<file path="src/rtl/rv32i_pkg.sv">
// Shared RV32I front-end types: datapath width, default reset PC, fetch queue entry and drain FSM states.
package rv32i_pkg;
  localparam int DPW = 32;
  localparam logic [DPW-1:0] DEF_RESET_PC = '0;

  typedef struct packed {
    logic           vld;
    logic [31:0]    instr;
    logic [DPW-1:0] pc;
  } fq_entry_t;

  typedef enum logic {FQ_RUN, FQ_DRAIN} fq_state_e;
endpackage

</file>
<file path="src/rtl/fq_ring_buffer.sv">
// Fetch queue storage: slot allocated at grant (PC), filled at rvalid (instr), popped at head.
module fq_ring_buffer
  import rv32i_pkg::*;
#(
  parameter int DEPTH = 4
) (
  input  logic                     clk,
  input  logic                     rst_n,
  input  logic                     flush,
  input  logic                     alloc,
  input  logic [DPW-1:0]           alloc_pc,
  input  logic                     fill,
  input  logic [31:0]              fill_data,
  input  logic                     pop,
  output fq_entry_t                head,
  output logic [$clog2(DEPTH):0]   used,
  output logic [$clog2(DEPTH):0]   pend
);
  localparam int AW = $clog2(DEPTH);

  fq_entry_t     ent [DEPTH];
  logic [AW:0]   head_p, fill_p, tail_p;

  // Pointers carry a wrap bit so full and empty are distinguishable.
  assign used = tail_p - head_p;
  assign pend = tail_p - fill_p;
  assign head = ent[head_p[AW-1:0]];

  always_ff @(posedge clk or negedge rst_n) begin
    if (!rst_n) begin
      head_p <= '0;
      fill_p <= '0;
      tail_p <= '0;
      for (int i = 0; i < DEPTH; i++) ent[i] <= '0;
    end else if (flush) begin
      head_p <= '0;
      fill_p <= '0;
      tail_p <= '0;
      for (int i = 0; i < DEPTH; i++) ent[i].vld <= 1'b0;
    end else begin
      if (alloc) begin
        ent[tail_p[AW-1:0]].pc  <= alloc_pc;
        ent[tail_p[AW-1:0]].vld <= 1'b0;
        tail_p <= tail_p + 1'b1;
      end
      if (fill) begin
        ent[fill_p[AW-1:0]].instr <= fill_data;
        ent[fill_p[AW-1:0]].vld   <= 1'b1;
        fill_p <= fill_p + 1'b1;
      end
      if (pop) begin
        ent[head_p[AW-1:0]].vld <= 1'b0;
        head_p <= head_p + 1'b1;
      end
    end
  end
endmodule

</file>
<file path="src/rtl/fetch_queue_unit.sv">
// RV32I fetch front-end: PC, credit-limited imem requests, in-order instruction queue, redirect drain.
// Optional FETCH_PERF_EN adds saturating stall/flush performance counters.
module fetch_queue_unit
  import rv32i_pkg::*;
#(
  parameter int              XLEN     = DPW,
  parameter int              DEPTH    = 4,
  parameter logic [XLEN-1:0] RESET_PC = DEF_RESET_PC
) (
  input  logic            clk,
  input  logic            rst_n,
  input  logic            redirect_i,
  input  logic [XLEN-1:0] redirect_pc_i,
  output logic            imem_req_o,
  output logic [XLEN-1:0] imem_addr_o,
  input  logic            imem_gnt_i,
  input  logic            imem_rvalid_i,
  input  logic [31:0]     imem_rdata_i,
  output logic            instr_valid_o,
  output logic [31:0]     instr_o,
  output logic [XLEN-1:0] instr_pc_o,
  input  logic            instr_ready_i
`ifdef FETCH_PERF_EN
  ,
  output logic [31:0]     perf_stall_cnt_o,
  output logic [31:0]     perf_flush_cnt_o
`endif
);
  localparam int CW = $clog2(DEPTH) + 1;

  logic [XLEN-1:0] pc_q;
  logic [CW-1:0]   used, pend, discard_q, discard_d;
  logic [CW:0]     inflight, tot;
  fq_state_e       state_q, state_d;
  fq_entry_t       head;
  logic            grant, fill, pop;

  // Dropped-but-pending responses still hold credits, keeping every in-flight response bounded by DEPTH.
  assign inflight    = {1'b0, used} + {1'b0, discard_q};
  assign imem_req_o  = rst_n && !redirect_i && (inflight < (CW+1)'(DEPTH));
  assign imem_addr_o = pc_q;
  assign grant       = imem_req_o && imem_gnt_i;
  assign fill        = imem_rvalid_i && !redirect_i && (state_q == FQ_RUN) && (pend != '0);
  assign pop         = instr_valid_o && instr_ready_i && !redirect_i;

  assign instr_valid_o = head.vld;
  assign instr_o       = head.vld ? head.instr : '0;
  assign instr_pc_o    = head.vld ? head.pc    : '0;

  fq_ring_buffer #(.DEPTH(DEPTH)) u_ring (
    .clk       (clk),
    .rst_n     (rst_n),
    .flush     (redirect_i),
    .alloc     (grant),
    .alloc_pc  (pc_q),
    .fill      (fill),
    .fill_data (imem_rdata_i),
    .pop       (pop),
    .head      (head),
    .used      (used),
    .pend      (pend)
  );

  always_ff @(posedge clk or negedge rst_n) begin
    if (!rst_n) begin
      pc_q      <= RESET_PC;
      state_q   <= FQ_RUN;
      discard_q <= '0;
    end else begin
      state_q   <= state_d;
      discard_q <= discard_d;
      if (redirect_i)  pc_q <= redirect_pc_i & ~XLEN'(3);
      else if (grant)  pc_q <= pc_q + XLEN'(4);
    end
  end

  // A response landing in the redirect cycle is charged against the pre-redirect accounting.
  always_comb begin
    discard_d = discard_q;
    state_d   = state_q;
    tot       = {1'b0, discard_q} + {1'b0, pend};
    if (redirect_i) begin
      if (imem_rvalid_i && tot != '0) tot = tot - (CW+1)'(1);
      discard_d = (tot > (CW+1)'(DEPTH)) ? CW'(DEPTH) : tot[CW-1:0];
    end else begin
      unique case (state_q)
        FQ_RUN:   ;
        FQ_DRAIN: if (imem_rvalid_i) discard_d = discard_q - CW'(1);
      endcase
    end
    state_d = (discard_d != '0) ? FQ_DRAIN : FQ_RUN;
  end

  rvalid_expected: assert property (@(posedge clk) disable iff (!rst_n)
    imem_rvalid_i |-> (pend != '0 || discard_q != '0));

`ifdef FETCH_PERF_EN
  always_ff @(posedge clk or negedge rst_n) begin
    if (!rst_n) begin
      perf_stall_cnt_o <= '0;
      perf_flush_cnt_o <= '0;
    end else begin
      if (instr_valid_o && !instr_ready_i && perf_stall_cnt_o != '1)
        perf_stall_cnt_o <= perf_stall_cnt_o + 32'd1;
      if (redirect_i && perf_flush_cnt_o != '1)
        perf_flush_cnt_o <= perf_flush_cnt_o + 32'd1;
    end
  end
`endif
endmodule
</file>
<file path="config.mk">
export PLATFORM = sky130hd
export DESIGN_NAME = fetch_queue_unit
export DESIGN_NICKNAME = d
export VERILOG_FILES = /design/src/rtl/rv32i_pkg.sv /design/src/rtl/fq_ring_buffer.sv /design/src/rtl/fetch_queue_unit.sv
export SDC_FILE = /design/constraint.sdc
export NUM_CORES = 1
export LEC_CHECK = 0
export ABC_CLOCK_PERIOD_IN_PS = 7550
export CAP_MARGIN = 0
export CORE_MARGIN = 3
export CORE_UTILIZATION = 60
export CTS_CLUSTER_DIAMETER = 120
export DETAILED_ROUTE_END_ITERATION = 16
export PLACE_DENSITY = 0.83
export SYNTH_ARGS = -nofsm -noshare
export SYNTH_HDL_FRONTEND = slang
export SYNTH_SLANG_ARGS = --single-unit
</file>
<file path="constraint.sdc">
create_clock -name clk -period 7.55 [get_ports clk]
set_input_delay 1.51 -clock clk [delete_from_list [all_inputs] [get_ports clk]]
set_output_delay 1.51 -clock clk [all_outputs]
set_load 0.02 [all_outputs]
</file>
==> summary.txt <==
Results of the run.

The flow ran to the end, and the final reports show no timing, DRC or antenna violations. The detailed placer reported the number of placed instances as 1,485. Per STA, the library cell used most along the worst path is ha_1.

STA classifies the critical path startpoint as a flip-flop. The placement summary gives the final routability congestion estimate as 0.809. The number of inserted diodes is 0.

The worst hold-check path type is reg2reg. For the pin with the worst max-slew slack, the measured transition is 1.20 ns. In this run the tightest slew margin relative to its limit is 0.195.

The fraction of the core area occupied by cells at floorplan is 0.620. The cell with the biggest individual delay on the critical path is dfrtp_4. The layout-stage area growth over the synthesis result is 19.6%.

According to the report, the first pass of detailed routing completed in 5 iterations. For this run, the chip area from Yosys synthesis comes to 0.0143 sq mm. The maximum vdd drop is 0.143 mV.

The number of hold buffers added after CTS is 0. Sorting the synthesized cells by area gives the leading types as dfrtp_1 (52%), mux2_2 (18%), mux4_2 (10%), and2_1 (2.9%), ha_1 (1.9%). The total routing usage reported by global routing is 0.248.

The number of synthesis warnings is 0. The initial antenna violation count is 0. Summed over all cells, the static leakage comes to 7.75 nW.

The post-synthesis area per instance is 13.3 sq um. Dividing the detail-routed wire length by the instance count gives 20.4 um. The detailed placer's ending HPWL is 19,500 um. The remaining antenna violation count after routing is 0. In the synthesized netlist, the number of instances is 1,072. The boundary pin count is 168.

According to the CTS report, the clock sink count is 295. Of the post-synthesis cell area, the dominant cell type holds 0.518. The fmax is 0.182 GHz. The final sum of negative setup slack is 0 ns. The final-report hold violation count is 0. The horizontal die size is 160 um. Entering global routing, the biggest net connects 99 pins.

Sorting the synthesis cell report by count puts at the top dfrtp_1. The mapped netlist covers 0.0143 sq mm. The via count of the first global-routing pass is 9,990. The first-pass GRT wire length is 52,100 um.

The count of final setup violators is 0. The kind of end point of the critical path is a primary output.
-- logic make-up after synthesis --
logic type               Yosys count  share of synthesized area
flip-flops                       295                      0.518
multiplexers                     290                      0.278
AND/OR/NAND/NOR                  233                     0.0863
AND-OR/OR-AND                    113                     0.0540
buffers and inverters            101                     0.0302
adder cells (fa/ha/maj)           25                     0.0235
XOR/XNOR                          14                    0.00965
other                              1                   0.000263
-- cell usage in the layout, fill, tap and decap left out, drive strengths merged, types with 5 or more instances in the layout --
cell	n
and3	6
mux2i	5
clkbuf	42
mux2	222
nor2	26
nor3	8
a21o	6
clkdlybuf4s50	159
mux4	63
o21ai	48
o311ai	10
nand3	17
a221o	6
and2	65
nand2	76
dfrtp	295
inv	23
xnor2	6
buf	16
ha	22
clkinv	9
nand4	10
a21oi	10
xor2	7
nor2b	6
-- where the power goes --
| part | internal [W] | switching (W) | leakage (nW) |
|---|---|---|---|
| Combinational | 0.000639 | 0.000462 | 3.31 |
| Sequential | 0.00192 | 0.000224 | 3.93 |
| Clock | 0.000898 | 0.000598 | 0.513 |
-- metal layers --
| metal | global-route usage | vias to the layer above | part of all wire |
|---|---|---|---|
| li1 | - | 4162 | - |
| met1 | 0.330 | 4820 | 0.42 |
| met2 | 0.434 | 240 | 0.52 |
| met5 | 0 | - | 0 |
| met4 | 0.0647 | 0 | 0.018 |
| met3 | 0.0361 | 44 | 0.047 |
-- sequential cells by signal (all words and copies together) (netlist names) --
| register | flops |
|---|---|
| discard_q | 3 |
| state_q | 1 |
| u_ring.ent | 252 |
| u_ring.fill_p | 3 |
| u_ring.head_p | 3 |
| u_ring.tail_p | 3 |
| imem_addr_o | 30 |
-- metrics by stage --
stage,utilization,power (W),instance area (sq um),hold slack [ns],setup WS [ns]
3_3_place_gp,0.698,0.00319,16000,0.458,2.68
4_1_cts,0.742,0.00477,17100,0.479,1.96
2_1_floorplan,-,0.00291,14300,0.445,3.38
6_report,0.742,0.00474,17100,0.477,2.04
3_5_place_dp,0.698,0.00325,16000,0.466,2.64
5_1_grt,0.742,0.00499,17100,0.498,1.80
-- path summary, 6_finish.rpt --
check                           slack [ns]  cells past startpoint              end
worst max-delay path                  2.04                      9       imem_req_o
worst min-delay path                  0.48                      2   u_ring.ent[93]
worst max register to register        3.21                     12   u_ring.ent[90]
worst min register to register        0.48                      2   u_ring.ent[93]
max in group asynchronous             4.53                      3  u_ring.ent[107]
min in group asynchronous             0.98                      1   u_ring.ent[72]
-- critical path, delay by kind of cell (launching register included) --
family | cells | cell delay (ns)
fa+ha+maj | 3 | 0.93
buf+inv | 2 | 0.68
simple gates | 2 | 0.63
xor+xnor | 2 | 0.29
flops | 1 | 0.91
-- area by class of cell --
cell class | count | area, sq um
repair buffers | 175 | 1720
clock inverters | 11 | 105
fillers | 1542 | 5930
well taps | 313 | 392
clock buffers | 42 | 907
flip-flops and latches | 295 | 7390
inverters | 23 | 86.3
multi-input cells | 679 | 6460
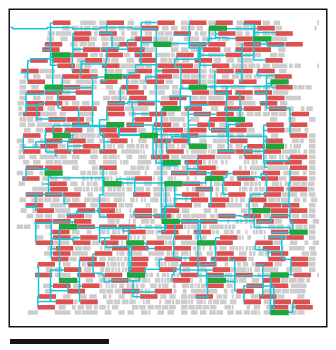
Fig. 1. Clock network drawn from the DEF.
The bar under the picture is 50 um long.
Green is cells driving clock nets, count 31. Red is flip-flops, count 295. Cyan is clock wires, length 3,340 um.
There are 32 routed clock nets.

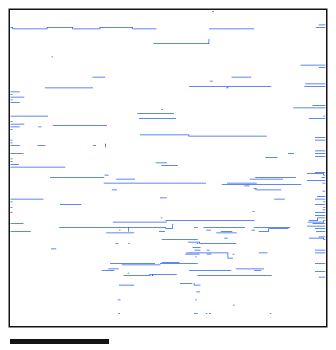
Fig. 2. The metal 3 layer.
The bar under the picture is 50 um long.
The wires run mostly horizontal. The longest straight run is 53.8 um.
global routing usage on met3: 0.0361
via count: 9,266
wire length reported by the detailed router: 31,300 um

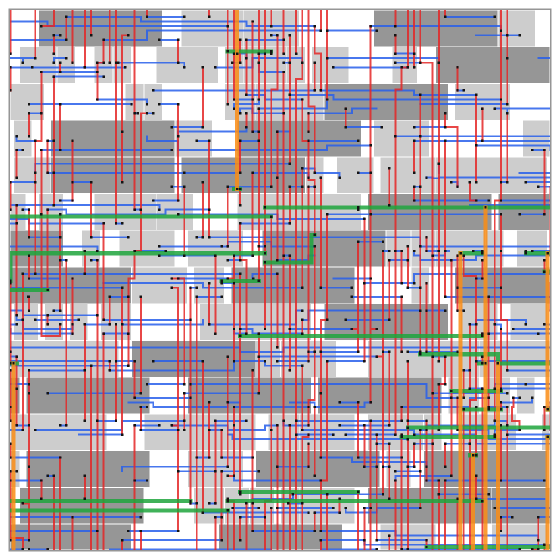
Fig. 3. Zoomed window.
Region (60, 28) to (100, 68) um. Cells in grey, sequential cells in the stronger grey; small squares are vias.
Orange is met4. Green is met3. Red is met2. Blue is met1.
Most frequent: dfrtp_1 (25), mux2_2 (15), nand2_1 (12). Sequential cells in the window: 25. Netlist names of flops here include u_ring.ent (19), imem_addr_o (4), u_ring.tail_p (2). 99 logic cells have their middle in the window.

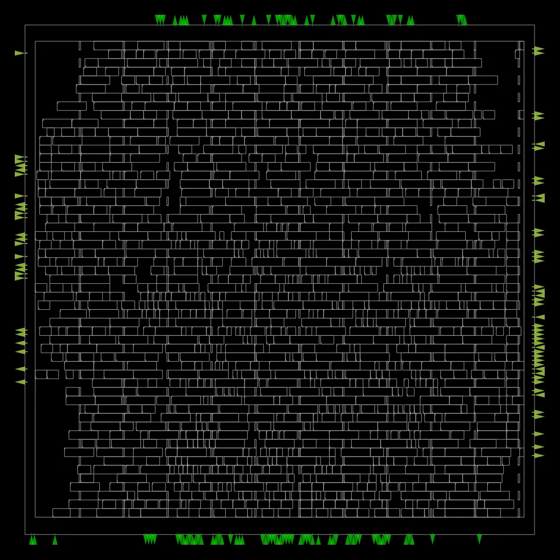
Fig. 4. Cell outlines without signal wires.
Filler Cell Count: 1,542
Tap Cells: 313
non-filler instance count after layout: 1,538
flip-flop and latch share of the layout cell area: 0.433
Core Region: 0.0230 sq mm

No activity file was given, so power comes from the tool's default toggle rates.
